Run 1, metal 1:
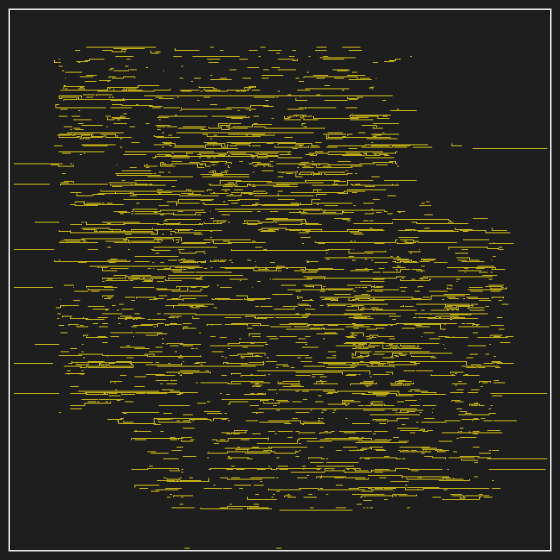
Run 1, the metal 3 layer:
The bar under the picture is 50 um long.
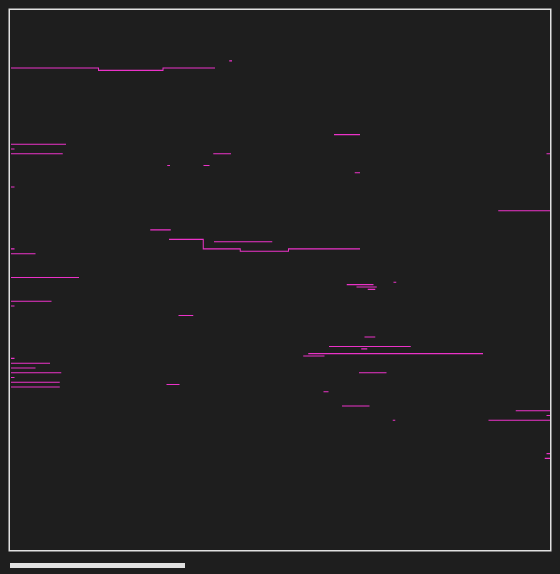
Run 1, wiring heat map:
The bar under the picture is 50 um long. The die is cut into 31 by 31 equal tiles; dark blue is low, red is high, scaled to the fullest tile. Values are wire area over tile area, all layers added.
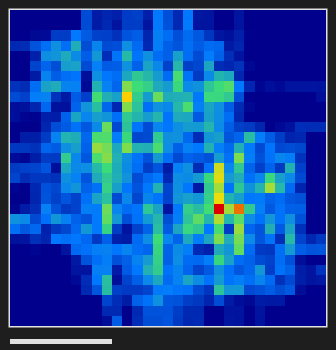
==> src/rtl/cl_tx_gen.sv <==
// Camera-link style video test-pattern source: two pixels per clock, frame/line/data valid
// framing with programmable blanking. Requires ADDR_WIDTH >= 4 for the checkerboard.
module cl_tx_gen #(
  parameter int unsigned PIXEL_WIDTH = 8,
  parameter int unsigned ADDR_WIDTH  = 11
) (
  input  logic                   CCLK,
  input  logic                   RST,
  input  logic                   iENABLE,
  input  logic [ADDR_WIDTH-1:0]  iHSIZE,
  input  logic [ADDR_WIDTH-1:0]  iVSIZE,
  input  logic [ADDR_WIDTH-1:0]  iHBLANK,
  input  logic [ADDR_WIDTH-1:0]  iVBLANK,
  input  logic [1:0]             iPATTERN_SEL,
  input  logic [PIXEL_WIDTH-1:0] iCONST,
  output logic                   oVSYNC,
  output logic                   oHSYNC,
  output logic                   oDE,
  output logic [PIXEL_WIDTH-1:0] oDATA_L,
  output logic [PIXEL_WIDTH-1:0] oDATA_R,
  output logic                   oFRAME_DONE,
  output logic [ADDR_WIDTH-1:0]  oFRAME_CNT,
  output logic                   oBUSY
);

  typedef enum logic [1:0] {StIdle, StHblank, StActive, StVblank} state_e;
  typedef enum logic [1:0] {PatHRamp, PatVRamp, PatChecker, PatConst} pattern_e;

  localparam logic [ADDR_WIDTH:0] OneExt = (ADDR_WIDTH+1)'(1);

  state_e state_q, state_d;

  logic [ADDR_WIDTH-1:0] cnt_q, cnt_d;
  logic [ADDR_WIDTH-1:0] col_q, col_d;
  logic [ADDR_WIDTH-1:0] row_q, row_d;

  // Frame configuration, frozen for the duration of a frame.
  logic [ADDR_WIDTH-1:0] hhalf_q, hhalf_d;
  logic [ADDR_WIDTH-1:0] vsize_q, vsize_d;
  logic [ADDR_WIDTH-1:0] hblank_q, hblank_d;
  logic [ADDR_WIDTH-1:0] vblank_q, vblank_d;
  pattern_e              pat_q, pat_d;

  logic                  sizes_ok;
  logic                  frame_start;
  logic                  hb_last, act_last, vb_last, row_last;
  logic [ADDR_WIDTH:0]   cnt_inc, row_inc;

  logic                   vsync_d, de_d, done_d, busy_d;
  logic [PIXEL_WIDTH-1:0] data_l_d, data_r_d;
  logic [ADDR_WIDTH-1:0]  fcnt_d;

  logic                   unused_hsize_lsb;

  assign unused_hsize_lsb = iHSIZE[0];

  assign sizes_ok = (iHSIZE[ADDR_WIDTH-1:1] != '0) && (iVSIZE != '0);

  // Widened compares: a zero blanking length behaves as one cycle, and no overflow at max.
  assign cnt_inc  = {1'b0, cnt_q} + OneExt;
  assign row_inc  = {1'b0, row_q} + OneExt;
  assign hb_last  = cnt_inc >= {1'b0, hblank_q};
  assign vb_last  = cnt_inc >= {1'b0, vblank_q};
  assign act_last = cnt_inc >= {1'b0, hhalf_q};
  assign row_last = row_inc >= {1'b0, vsize_q};

  // State register
  always_ff @(posedge CCLK) begin
    if (RST) begin
      state_q <= StIdle;
    end else begin
      state_q <= state_d;
    end
  end

  // Next-state logic
  always_comb begin
    state_d = state_q;
    unique case (state_q)
      StIdle: begin
        if (iENABLE && sizes_ok) state_d = StHblank;
      end
      StHblank: begin
        if (hb_last) state_d = StActive;
      end
      StActive: begin
        if (act_last) state_d = row_last ? StVblank : StHblank;
      end
      StVblank: begin
        if (vb_last) state_d = (iENABLE && sizes_ok) ? StHblank : StIdle;
      end
      default: state_d = StIdle;
    endcase
  end

  assign frame_start = (state_d == StHblank) &&
                       ((state_q == StIdle) || (state_q == StVblank));

  // Counters and configuration capture
  always_comb begin
    cnt_d    = cnt_q + ADDR_WIDTH'(1);
    col_d    = '0;
    row_d    = row_q;
    hhalf_d  = hhalf_q;
    vsize_d  = vsize_q;
    hblank_d = hblank_q;
    vblank_d = vblank_q;
    pat_d    = pat_q;

    if ((state_d != state_q) || (state_d == StIdle)) cnt_d = '0;

    if (state_d == StActive) begin
      col_d = (state_q == StActive) ? col_q + ADDR_WIDTH'(2) : '0;
    end

    if (frame_start) begin
      row_d    = '0;
      hhalf_d  = {1'b0, iHSIZE[ADDR_WIDTH-1:1]};
      vsize_d  = iVSIZE;
      hblank_d = iHBLANK;
      vblank_d = iVBLANK;
      pat_d    = pattern_e'(iPATTERN_SEL);
    end else if ((state_q == StActive) && (state_d == StHblank)) begin
      row_d = row_q + ADDR_WIDTH'(1);
    end
  end

  // Output logic: next values for the output registers, derived from the next state.
  always_comb begin
    vsync_d  = (state_d == StHblank) || (state_d == StActive);
    de_d     = (state_d == StActive);
    busy_d   = (state_d != StIdle);
    done_d   = (state_q == StActive) && (state_d == StVblank);
    fcnt_d   = oFRAME_CNT + ADDR_WIDTH'(done_d);
    data_l_d = '0;
    data_r_d = '0;
    if (de_d) begin
      unique case (pat_q)
        PatHRamp: begin
          data_l_d = PIXEL_WIDTH'(col_d);
          data_r_d = PIXEL_WIDTH'(col_d + ADDR_WIDTH'(1));
        end
        PatVRamp: begin
          data_l_d = PIXEL_WIDTH'(row_d);
          data_r_d = PIXEL_WIDTH'(row_d);
        end
        PatChecker: begin
          data_l_d = {PIXEL_WIDTH{col_d[3] ^ row_d[3]}};
          data_r_d = {PIXEL_WIDTH{col_d[3] ^ row_d[3]}};
        end
        PatConst: begin
          data_l_d = iCONST;
          data_r_d = iCONST;
        end
        default: begin
          data_l_d = '0;
          data_r_d = '0;
        end
      endcase
    end
  end

  always_ff @(posedge CCLK) begin
    if (RST) begin
      cnt_q       <= '0;
      col_q       <= '0;
      row_q       <= '0;
      hhalf_q     <= '0;
      vsize_q     <= '0;
      hblank_q    <= '0;
      vblank_q    <= '0;
      pat_q       <= PatHRamp;
      oVSYNC      <= 1'b0;
      oDE         <= 1'b0;
      oBUSY       <= 1'b0;
      oFRAME_DONE <= 1'b0;
      oFRAME_CNT  <= '0;
      oDATA_L     <= '0;
      oDATA_R     <= '0;
    end else begin
      cnt_q       <= cnt_d;
      col_q       <= col_d;
      row_q       <= row_d;
      hhalf_q     <= hhalf_d;
      vsize_q     <= vsize_d;
      hblank_q    <= hblank_d;
      vblank_q    <= vblank_d;
      pat_q       <= pat_d;
      oVSYNC      <= vsync_d;
      oDE         <= de_d;
      oBUSY       <= busy_d;
      oFRAME_DONE <= done_d;
      oFRAME_CNT  <= fcnt_d;
      oDATA_L     <= data_l_d;
      oDATA_R     <= data_r_d;
    end
  end

  assign oHSYNC = oDE;

endmodule

==> config.mk <==
export PLATFORM = sky130hd
export DESIGN_NAME = cl_tx_gen
export DESIGN_NICKNAME = d
export VERILOG_FILES = /design/src/rtl/cl_tx_gen.sv
export SDC_FILE = /design/constraint.sdc
export NUM_CORES = 1
export LEC_CHECK = 0
export CELL_PAD_IN_SITES_DETAIL_PLACEMENT = 2
export CELL_PAD_IN_SITES_GLOBAL_PLACEMENT = 2
export CORE_MARGIN = 10
export CORE_UTILIZATION = 32
export DETAILED_ROUTE_END_ITERATION = 10
export PLACE_DENSITY = 0.8
export SLEW_MARGIN = 20
export SYNTH_ARGS = -nofsm -noshare
export SYNTH_HDL_FRONTEND = slang
export SYNTH_SLANG_ARGS = --single-unit
==> constraint.sdc <==
create_clock -name CCLK -period 6.4 [get_ports CCLK]
set_input_delay 0.96 -clock CCLK [delete_from_list [all_inputs] [get_ports CCLK]]
set_output_delay 0.96 -clock CCLK [all_outputs]
set_load 0.02 [all_outputs]
==> CHANGELOG.md, run 1 <==
### Implementation results

* Outcome: completed
* Buffers, non-clock at 91
* Register share of total power at 0.354
* RSZ-0062 raised after global routing: no
* Met3 GRT Util at 0.0244
* Signal inverters at a little under 60
* Clock root buffer: clkbuf_16
* Cell area after layout at between 7000 and 8000 sq um
* Pins Over Slew Limit at 0
* # diodes at 0
* Worst min path class: reg -> reg
* Slowest CP cell: dfxtp_1
* Internal power at roughly 1.5 mW
* DR WL met3 at 450 um
* Comb area leader: simple AND/OR/NAND/NOR gates
* Setup tns final at 0 ns
* Final hold vios at 0
* Worst Tran Pin Value at between 0.9 and 1 ns
* R2r setup slk at about 0.74 ns
* Top cells by count: 131 x nand2_1, 108 x dfxtp_1, 80 x a21oi_1, 59 x inv_1, 57 x ha_1
* Number of fill cells in the layout at just over 2,000
* Die H at ~150 um
* Yosys stat area at roughly 5800 sq um
* Combinational share of cell area at 0.459
* Largest net degree at the start of global routing at roughly 77
* OpenROAD warnings at 33
* Die ar. at ~24,000 sq um
* Detailed-route via count at around 5,300
* Setup violations, final at 0
* Setup Crit Path Kind: reg -> reg
* Yosys xor share at 0.0653
* Top layer in use: met4
* CP Capture Type: flop
* CP endpoint: oDATA_L[7]
* Buffer share of cell area at 0.125
* Crit-path cells: ha_1 -> nand3_1 -> nor3_1 -> xnor2_1 -> inv_1 -> ha_1 -> and4_1 -> o21ai_0 -> nor3_1 -> nor3_1 -> a2111o_1 -> a221o_2 -> inv_1 -> ha_1 -> nand2_1 -> nor2b_2 -> xnor2_1 -> nor3b_1 -> buf_4 -> o21ai_0 -> a21oi_1
* DR vias/cell at slightly above 5
* Clock power frac at 0.226
* Gate Count Post-Synth at a little over 700
* Worst R2R End: oDATA_L[7]
* Rows at 49
* Area Growth Syn to Fin at 23.8%
* Initial antenna violation count at 0
* Adder Share, Synth at 0.124
* CP peak stage delay at roughly 0.54 ns
* Critical path depth in cells at 21
* First-pass GRT wire length at around 31,000 um
* I/O pins at around 90
* Met1 WL at 8050 um
* Clock Skew at 0.0147 ns
* Count leader, synth: nand2_1
* Seq/total area at 0.303
* Top pwr grp: combinational cells
* Most instantiated logic cell after routing: nand2_1
* Post-synth mux share at 0.00542
* Leading cell kind: logic gates
* WP buf/inv at 3
* Placed Area at about 7000 sq um
* Ys cells at a little over 700
* YS warnings at 0
Back to the opening pictures, 'metal 1':
- main direction: horizontal
- share of all routed wire: 42%

Back to the opening pictures, 'the metal 3 layer':
- main direction: horizontal
- share of all routed wire: 2.4%
- wire length on this layer: 450 um
- longest straight run: 49.7 um
- nets with wire on the layer: 37

Back to the opening pictures, 'wiring heat map':
- tiles over half the peak: 4.1%
- nearly empty tiles: 24%
- fullest tile: 0.66
- densest ninth of the die: centre

Run 1, placed cells, one colour a class:
Fill, decap, tap and diode cells in grey.
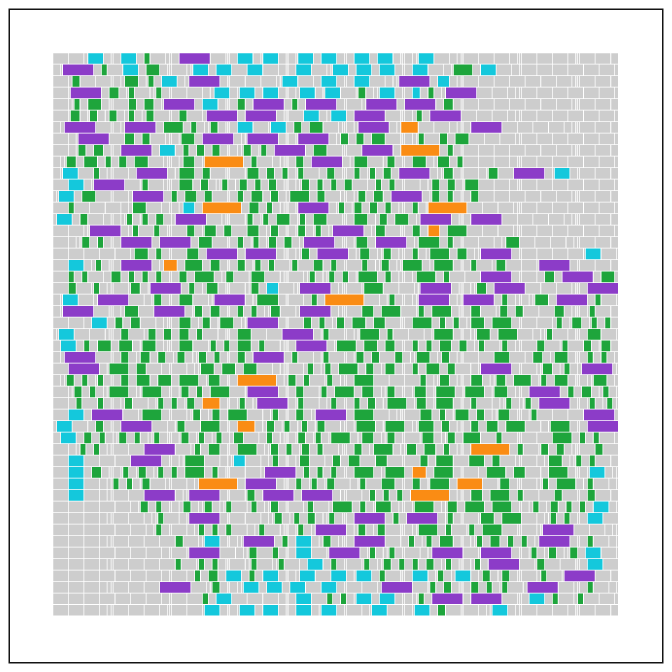

## Run 2: what changed since run 1
--- a/config.mk
+++ b/config.mk
@@ -8,9 +8,9 @@
 export CELL_PAD_IN_SITES_DETAIL_PLACEMENT = 2
 export CELL_PAD_IN_SITES_GLOBAL_PLACEMENT = 2
 export CORE_MARGIN = 10
-export CORE_UTILIZATION = 32
+export CORE_UTILIZATION = 34
 export DETAILED_ROUTE_END_ITERATION = 10
-export PLACE_DENSITY = 0.8
+export PLACE_DENSITY = 0.84
 export SLEW_MARGIN = 20
 export SYNTH_ARGS = -nofsm -noshare
 export SYNTH_HDL_FRONTEND = slang
==> constraint.sdc (replaced) <==
create_clock -name CCLK -period 7 [get_ports CCLK]
set_input_delay 1.05 -clock CCLK [delete_from_list [all_inputs] [get_ports CCLK]]
set_output_delay 1.05 -clock CCLK [all_outputs]
set_load 0.02 [all_outputs]
Run 2, placed cells, one colour a class:
Fill, decap, tap and diode cells in grey.
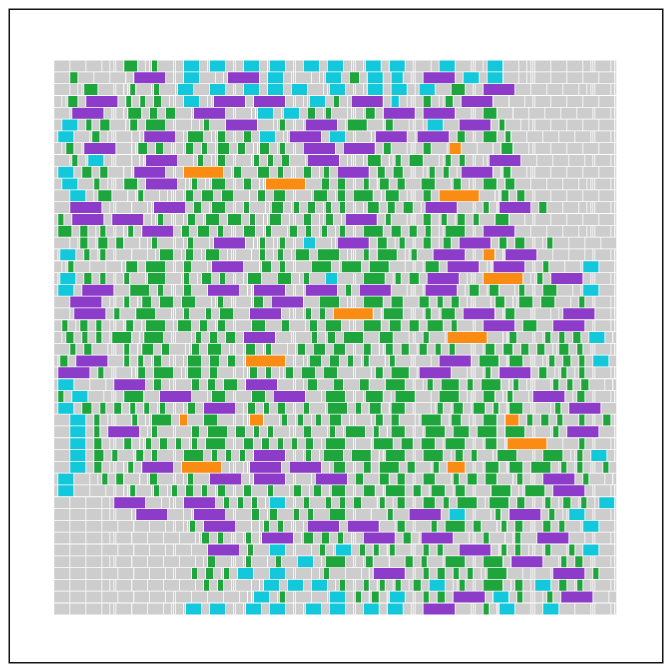
- clock drivers and dummy loads: orange (cells 15; share of their area 4.0%)
- combinational and other logic: green (cells 586; share of their area 51%)
- remaining buffers and delay cells: cyan (cells 90; share of their area 13%)
- sequential cells: purple (cells 108; share of their area 32%)

Run 2, the clock network:
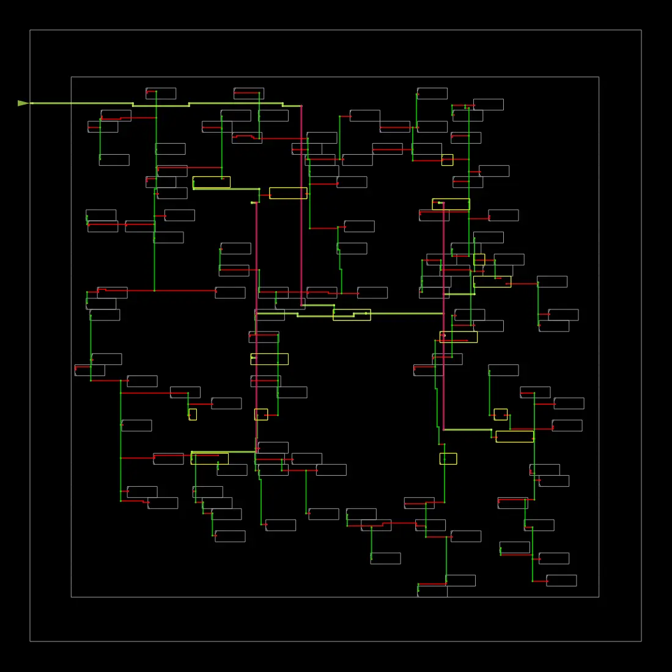
Flop Count: 108
CTS buffer count: 9
Insertion Delay late pin: 0.36 ns

Run 2, the metal 3 layer:
The bar under the picture is 50 um long.
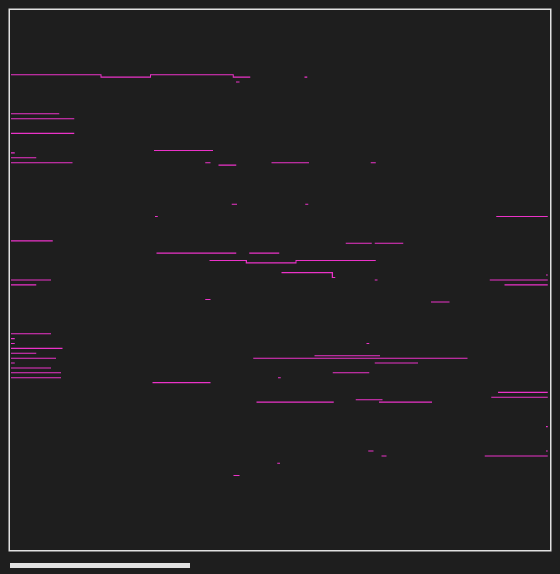
- longest straight run: 59.3 um
- wire length on this layer: 653 um

==> run 2 against run 1 <==
  * Worst hold slack lost 0.0017 ns
  * Clock-buffer cell count is the same
  * First-iteration DRC count grew 23%
  * Sequential power shrank 8.9%
  * Maximum frequency shrank 11%
  * Critical path type unchanged
  * Largest cell class unchanged
  * Largest power group unchanged
==> CHANGELOG.md, run 2 <==
### Implementation results

* R2r setup slk at 0.65 ns (was 0.74 ns)
* Grt ovf at 0 (unchanged)
* Detailed-route via count at 5,357 (was 5,266)
* Met3 GRT Util at 0.0396 (was 0.0244)
* Die ar. at 22,600 sq um (was 23,800 sq um)
* Seq/total area at 0.305 (was 0.303)
* Crit-path cells: ha_1 -> nand3_1 -> nor3_1 -> xnor2_1 -> inv_1 -> ha_1 -> and4_1 -> o21ai_0 -> nor3_1 -> nor3_1 -> a2111o_1 -> a221o_2 -> inv_1 -> ha_1 -> nand2_1 -> nor2b_1 -> xnor2_1 -> nor3b_1 -> o21ai_0 -> a21oi_1 (was ha_1 -> nand3_1 -> nor3_1 -> xnor2_1 -> inv_1 -> ha_1 -> and4_1 -> o21ai_0 -> nor3_1 -> nor3_1 -> a2111o_1 -> a221o_2 -> inv_1 -> ha_1 -> nand2_1 -> nor2b_2 -> xnor2_1 -> nor3b_1 -> buf_4 -> o21ai_0 -> a21oi_1)
* Most used routing layer in global routing: met2 (unchanged)
* WP buf/inv at 2 (was 3)
* DR vias/cell at 5.26 (was 5.11)
* Top layer in use: met4 (unchanged)
* Signal inverters at 59 (unchanged)
* Top cells by count: 131 x nand2_1, 108 x dfxtp_1, 80 x a21oi_1, 59 x inv_1, 57 x ha_1 (unchanged)
* Worst EP arrival at 6.63 ns (was 5.86 ns)
* Clock power frac at 0.212 (was 0.226)
* CP endpoint: oDATA_L[7] (unchanged)
* FF-to-FF path depth at 20 (was 21)
* Setup Crit Path Kind: reg -> reg (unchanged)
* Internal power at 1.34 mW (was 1.47 mW)
* DR WL met3 at 652 um (was 450 um)
* Outcome: completed (unchanged)
* Port Buffers at 87 (unchanged)
* Rows at 47 (was 49)
* Most frequent cells in the layout: 131 x nand2_1, 108 x dfxtp_1, 86 x clkdlybuf4s50_1 (unchanged)
* Worst Tran Pin Value at 1.01 ns (was 0.960 ns)
* Pwr per Cell Area at 327 nW/um^2 (was 357 nW/um^2)
* Clock Skew at 0.0121 ns (was 0.0147 ns)
* Total GRT Usage at 0.180 (was 0.158)
* Slowest CP cell: nor3b_1 (was dfxtp_1)
* Comb gates at 527 (unchanged)
* Area of the mapped netlist at 5770 sq um (unchanged)
* Worst path required time at 7.28 ns (was 6.60 ns)
* Number of fill cells in the layout at 1,862 (was 2,024)
* Fp util at 0.348 (was 0.323)
* Number of enable flip-flop cells at 0 (unchanged)
* Count leader, synth: nand2_1 (unchanged)
* First-pass GRT wire length at 32,600 um (was 30,900 um)
* Top cells by area: dfxtp_1 37%, ha_1 12%, nand2_1 8.5% (unchanged)
* Comb area leader: simple AND/OR/NAND/NOR gates (unchanged)
* Yosys xor share at 0.0653 (unchanged)
* OpenROAD warnings at 33 (unchanged)
* # placed instances at 1,004 (was 1,014)
* Placed Area at 6820 sq um (was 6840 sq um)
* Post-synth mux share at 0.00542 (unchanged)
* Leading cell kind: logic gates (unchanged)
* Final hold vios at 0 (unchanged)
* Pre-CTS WS at 0.828 ns (was 0.620 ns)
* Adder Share, Synth at 0.124 (unchanged)
* Critical path depth in cells at 20 (was 21)
* Combinational share of cell area at 0.462 (was 0.459)
* FF/Latch Area at 2160 sq um (unchanged)
* Share of layout cells above drive strength 1 at 0.0401 (was 0.0424)
* # diodes at 0 (unchanged)
* Gate Count Post-Synth at 725 (unchanged)
* Synth flops at 108 (unchanged)
* CP Capture Type: flop (unchanged)
* Pins Over Slew Limit at 0 (unchanged)
* Avg Inst Size Synth at 7.96 sq um (unchanged)
* Placer Congestion at 0.883 (was 0.811)
* Yosys stat area at 5770 sq um (unchanged)
* Largest net degree at the start of global routing at 77 (unchanged)
* Buffer share of cell area at 0.125 (about the same)
* RSZ-0062 raised after global routing: no (unchanged)
* Die W at 150 um (was 154 um)
* Worst Path Max Fanout at 9 (unchanged)
* Most instantiated logic cell after routing: nand2_1 (unchanged)
* Total wire length at 19,900 um (was 19,000 um)
* Met1 WL at 8130 um (was 8050 um)
* Vias in the first global route at 6,131 (was 5,894)
* I/O pins at 89 (unchanged)
* Post-synth seq share at 0.375 (unchanged)
* Met1 usage in global routing at 0.194 (was 0.178)
* Setup tns final at 0 ns (unchanged)
* Clock root buffer: clkbuf_16 (unchanged)
* Register share of total power at 0.354 (about the same)
* Crit path from: cnt_q[0] (unchanged)
* Initial antenna violation count at 0 (unchanged)
* Area Growth Syn to Fin at 23.0% (was 23.8%)
* Worst R2R End: oDATA_L[7] (unchanged)
* Combinational power share at 0.433 (was 0.420)
* Seq. pwr at 822 uW (was 902 uW)
* Setup violations, final at 0 (unchanged)
* Ys cells at 725 (unchanged)
* Die H at 150 um (was 154 um)
* CP peak stage delay at 0.68 ns (was 0.54 ns)
* Total power at 2.32 mW (was 2.55 mW)
* Top pwr grp: combinational cells (unchanged)
* Routed WL per cell at 19.6 um (was 18.5 um)
* Fmax at 158 MHz (was 177 MHz)
* Buffers, non-clock at 90 (was 91)
* Setup slack after layout at 0.652 ns (was 0.742 ns)
* CTS Hold Bufs at 0 (unchanged)
* Residual DRC count at 0 (unchanged)
* Worst min path class: reg -> reg (unchanged)
* Cell area after layout at 7100 sq um (was 7140 sq um)
* Core ar. at 16,600 sq um (was 17,800 sq um)
* Post-synth top flop: dfxtp_1 (unchanged)
* Post-CTS Setup Inserts at 0 (unchanged)
* Switch Pwr at 980 uW (was 1.08 mW)
* YS warnings at 0 (unchanged)
* Clock network power at 492 uW (was 576 uW)
* Area occupied by multi-input gates at 3280 sq um (unchanged)
Run 2, metal 1:
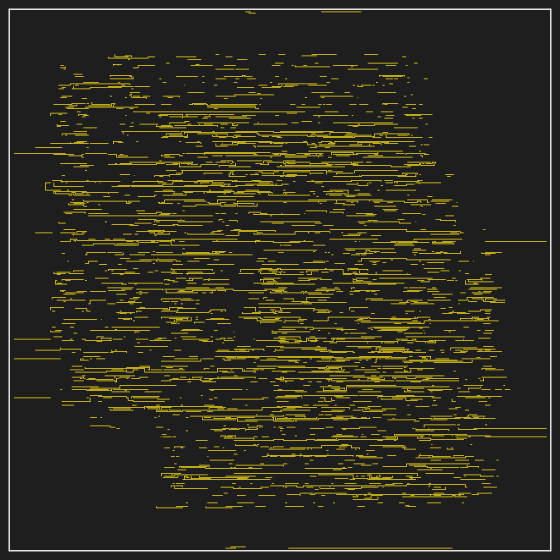

## Run 3: what changed since run 2
--- a/config.mk
+++ b/config.mk
@@ -7,7 +7,6 @@
 export LEC_CHECK = 0
 export CELL_PAD_IN_SITES_DETAIL_PLACEMENT = 2
 export CELL_PAD_IN_SITES_GLOBAL_PLACEMENT = 2
-export CORE_MARGIN = 10
 export CORE_UTILIZATION = 34
 export DETAILED_ROUTE_END_ITERATION = 10
 export PLACE_DENSITY = 0.84
Run 3, metal 1:
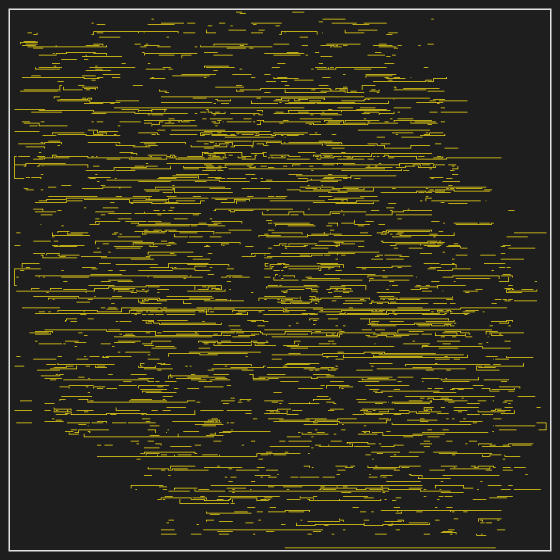
met1 usage in global routing: 0.258
total wire length: 19,200 um
detailed-route via count: 5,337

Run 3, placed cells, one colour a class:
Fill, decap, tap and diode cells in grey.
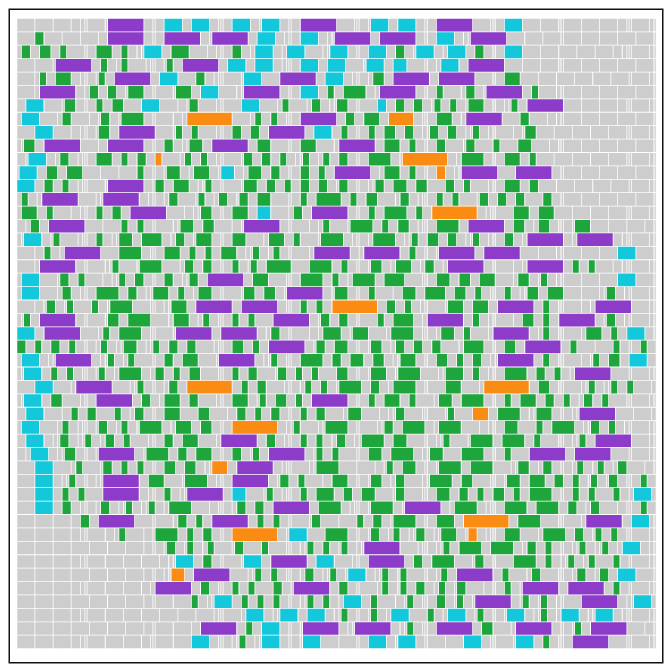
- sequential cells: purple (cells 108; share of their area 32%)
- remaining buffers and delay cells: cyan (cells 91; share of their area 13%)
- clock drivers and dummy loads: orange (cells 16; share of their area 4.1%)
- combinational and other logic: green (cells 586; share of their area 51%)

==> run 3 against run 2 <==
  * Global-route usage is 4.6 points higher
  * Final cell count up 0.20%
  * Combinational power hardly changed
  * Largest cell class unchanged
  * Sequential power is 0.5% higher
  * Clock skew fell by 0.0021 ns
  * Utilization is 0.053 points higher
  * Clock-buffer cell count rose by 2
  * Sequential cell count stayed put
  * Via count is 0.37% lower
  * Worst setup slack improved by 0.31 ns
  * Total power about the same
  * Non-clock buffer count is 1 higher
==> CHANGELOG.md, run 3 <==
### Implementation results

* CP peak stage delay at 0.53 ns (was 0.68 ns)
* Rows at 47 (unchanged)
* Placer Congestion at 0.850 (was 0.883)
* Worst EP arrival at 6.23 ns (was 6.63 ns)
* Fmax at 166 MHz (was 158 MHz)
* Yosys aoi share at 0.147 (unchanged)
* Max Buffers Root-to-Sink at 2 (unchanged)
* Post-layout period usage at 0.862 (was 0.907)
* Final hold vios at 0 (unchanged)
* Die H at 132 um (was 150 um)
* Worst setup SP type: flop (unchanged)
* Yosys stat area at 5770 sq um (unchanged)
* Buffer share of cell area at 0.126 (was 0.125)
* Clock root buffer: clkbuf_16 (unchanged)
* Number of enable flip-flop cells at 0 (unchanged)
* Flop Count at 108 (unchanged)
* Register share of total power at 0.357 (was 0.354)
* Most used routing layer in global routing: met2 (unchanged)
* Area Growth Syn to Fin at 23.2% (was 23.0%)
* Yosys xor share at 0.0653 (unchanged)
* Worst path required time at 7.20 ns (was 7.28 ns)
* Setup Crit Path Kind: reg -> reg (unchanged)
* Comb power at 992 uW (was 1.01 mW)
* Most instantiated logic cell after routing: nand2_1 (unchanged)
* Post-synth mux share at 0.00542 (unchanged)
* Hold Path End: vsize_q[6] (was vsize_q[1])
* Proportion of netlist area held by the largest area contributor at 0.375 (unchanged)
* Met2 wire length at 10,200 um (was 10,800 um)
* Post-synth top flop: dfxtp_1 (unchanged)
* HPWL Detailed at 14,300 um (was 15,100 um)
* First-pass GRT wire length at 31,200 um (was 32,600 um)
* FF-to-FF path depth at 21 (was 20)
* Pins Over Slew Limit at 0 (unchanged)
* Max rail drop VDD at 0.000145 V (was 0.000172 V)
* Fp util at 0.348 (unchanged)
* Top cells by count: 131 x nand2_1, 108 x dfxtp_1, 80 x a21oi_1, 59 x inv_1, 57 x ha_1 (unchanged)
* Simple share at 0.224 (unchanged)
* Port Buffers at 87 (unchanged)
* I/O pins at 89 (unchanged)
* YS warnings at 0 (unchanged)
* Pwr per Cell Area at 326 nW/um^2 (was 327 nW/um^2)
* Combinational share of cell area at 0.461 (was 0.462)
* Post-synth seq share at 0.375 (unchanged)
* H-tree depth at 3 (unchanged)
* Switching share of power at 0.420 (was 0.422)
* CP Capture Type: flop (unchanged)
* Buffers, non-clock at 91 (was 90)
* Count leader, synth: nand2_1 (unchanged)
* DR vias/cell at 5.23 (was 5.26)
* Seq. pwr at 826 uW (was 822 uW)
* Setup slack after layout at 0.963 ns (was 0.652 ns)
* CTS Hold Bufs at 0 (unchanged)
* Comb area leader: simple AND/OR/NAND/NOR gates (unchanged)
* Grt ovf at 0 (unchanged)
* Top cells by area: dfxtp_1 37%, ha_1 12%, nand2_1 8.5% (unchanged)
* Setup tns final at 0 ns (unchanged)
* WP buf/inv at 3 (was 2)
* Vias in the first global route at 5,958 (was 6,131)
* Core ar. at 16,600 sq um (unchanged)
* Placed Area at 6830 sq um (was 6820 sq um)
* FF/Latch Area at 2160 sq um (unchanged)
* Avg Inst Size Synth at 7.96 sq um (unchanged)
* Die W at 132 um (was 150 um)
* Worst Path Max Fanout at 9 (unchanged)
* CTS buffer count at 9 (unchanged)
* Outcome: completed (unchanged)
* Ys cells at 725 (unchanged)
* Residual DRC count at 0 (unchanged)
* Setup violations, final at 0 (unchanged)
* Seq/total area at 0.304 (was 0.305)
* RSZ-0062 raised after global routing: no (unchanged)
* Area of the mapped netlist at 5770 sq um (unchanged)
* Met1 WL at 8160 um (was 8130 um)
* Syn nets at 839 (unchanged)
* GR Util met2 at 0.427 (was 0.340)
* Critical path depth in cells at 21 (was 20)
* Worst Tran Pin Value at 1.09 ns (was 1.01 ns)
* Largest net degree at the start of global routing at 77 (unchanged)
* CP endpoint: oDATA_L[7] (unchanged)
* Hold_sp: vsize_q[6] (was vsize_q[1])
* Insertion Delay late pin at 0.36 ns (about the same)
* Top pwr grp: combinational cells (unchanged)
* R2r setup slk at 0.96 ns (was 0.65 ns)
* Leading cell kind: logic gates (unchanged)
* # placed instances at 1,005 (was 1,004)
* Combinational power share at 0.428 (was 0.433)
* Routed WL per cell at 18.8 um (was 19.6 um)
* Internal power at 1.34 mW (about the same)
* Clock power frac at 0.215 (was 0.212)
* Most frequent cells in the layout: 131 x nand2_1, 108 x dfxtp_1, 86 x clkdlybuf4s50_1 (unchanged)
* Tapcells at 220 (unchanged)
* Crit-path cells: ha_1 -> nand3_1 -> nor3_1 -> xnor2_1 -> inv_1 -> ha_1 -> and4_1 -> o21ai_0 -> nor3_1 -> nor3_1 -> a2111o_1 -> a221o_2 -> inv_1 -> ha_1 -> nand2_1 -> nor2b_1 -> xnor2_1 -> nor3b_1 -> buf_4 -> o21ai_0 -> a21oi_1 (was ha_1 -> nand3_1 -> nor3_1 -> xnor2_1 -> inv_1 -> ha_1 -> and4_1 -> o21ai_0 -> nor3_1 -> nor3_1 -> a2111o_1 -> a221o_2 -> inv_1 -> ha_1 -> nand2_1 -> nor2b_1 -> xnor2_1 -> nor3b_1 -> o21ai_0 -> a21oi_1)
* Pre-CTS WS at 1.07 ns (was 0.828 ns)
* Slowest CP cell: nor2b_1 (was nor3b_1)
* Leak at 2.78 nW (was 2.77 nW)
* Gate Count Post-Synth at 725 (unchanged)
* Met3 GRT Util at 0.0350 (was 0.0396)
* Ys async rst share at 0 (unchanged)
* OpenROAD warnings at 33 (unchanged)
* Total GRT Usage at 0.226 (was 0.180)
* Post-CTS Setup Inserts at 0 (unchanged)
* Total power at 2.32 mW (about the same)
* Initial antenna violation count at 0 (unchanged)
* Area occupied by multi-input gates at 3270 sq um (was 3280 sq um)
* Cell area after layout at 7110 sq um (was 7100 sq um)
* Synth flops at 108 (unchanged)
* Worst R2R End: oDATA_L[7] (unchanged)
* Die ar. at 17,500 sq um (was 22,600 sq um)
* Worst min path class: reg -> reg (unchanged)
* DR WL met3 at 458 um (was 652 um)
* Crit path from: cnt_q[0] (unchanged)
* Switch Pwr at 973 uW (was 980 uW)
* Remaining antenna violation count at 0 (unchanged)
* Comb gates at 527 (unchanged)
* Number of fill cells in the layout at 1,882 (was 1,862)
* FF-to-FF Start: cnt_q[0] (unchanged)
* Top layer in use: met4 (unchanged)
* Adder Share, Synth at 0.124 (unchanged)
* Signal inverters at 59 (unchanged)
* Share of layout cells above drive strength 1 at 0.0400 (was 0.0401)
* # diodes at 0 (unchanged)
Run 3, the clock network:
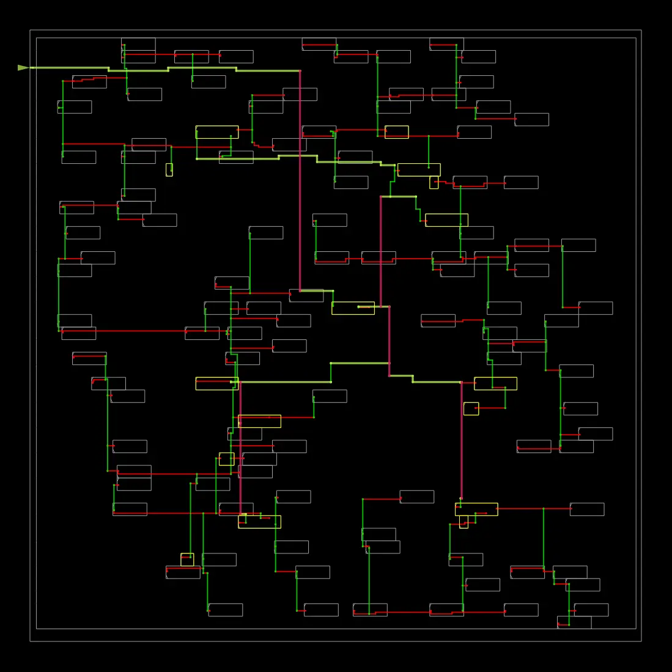
Sink Count: 108
Clock Skew: 0.0100 ns
clock network power: 499 uW
CLK BUF: 11

Power and IR drop assume default switching activity.
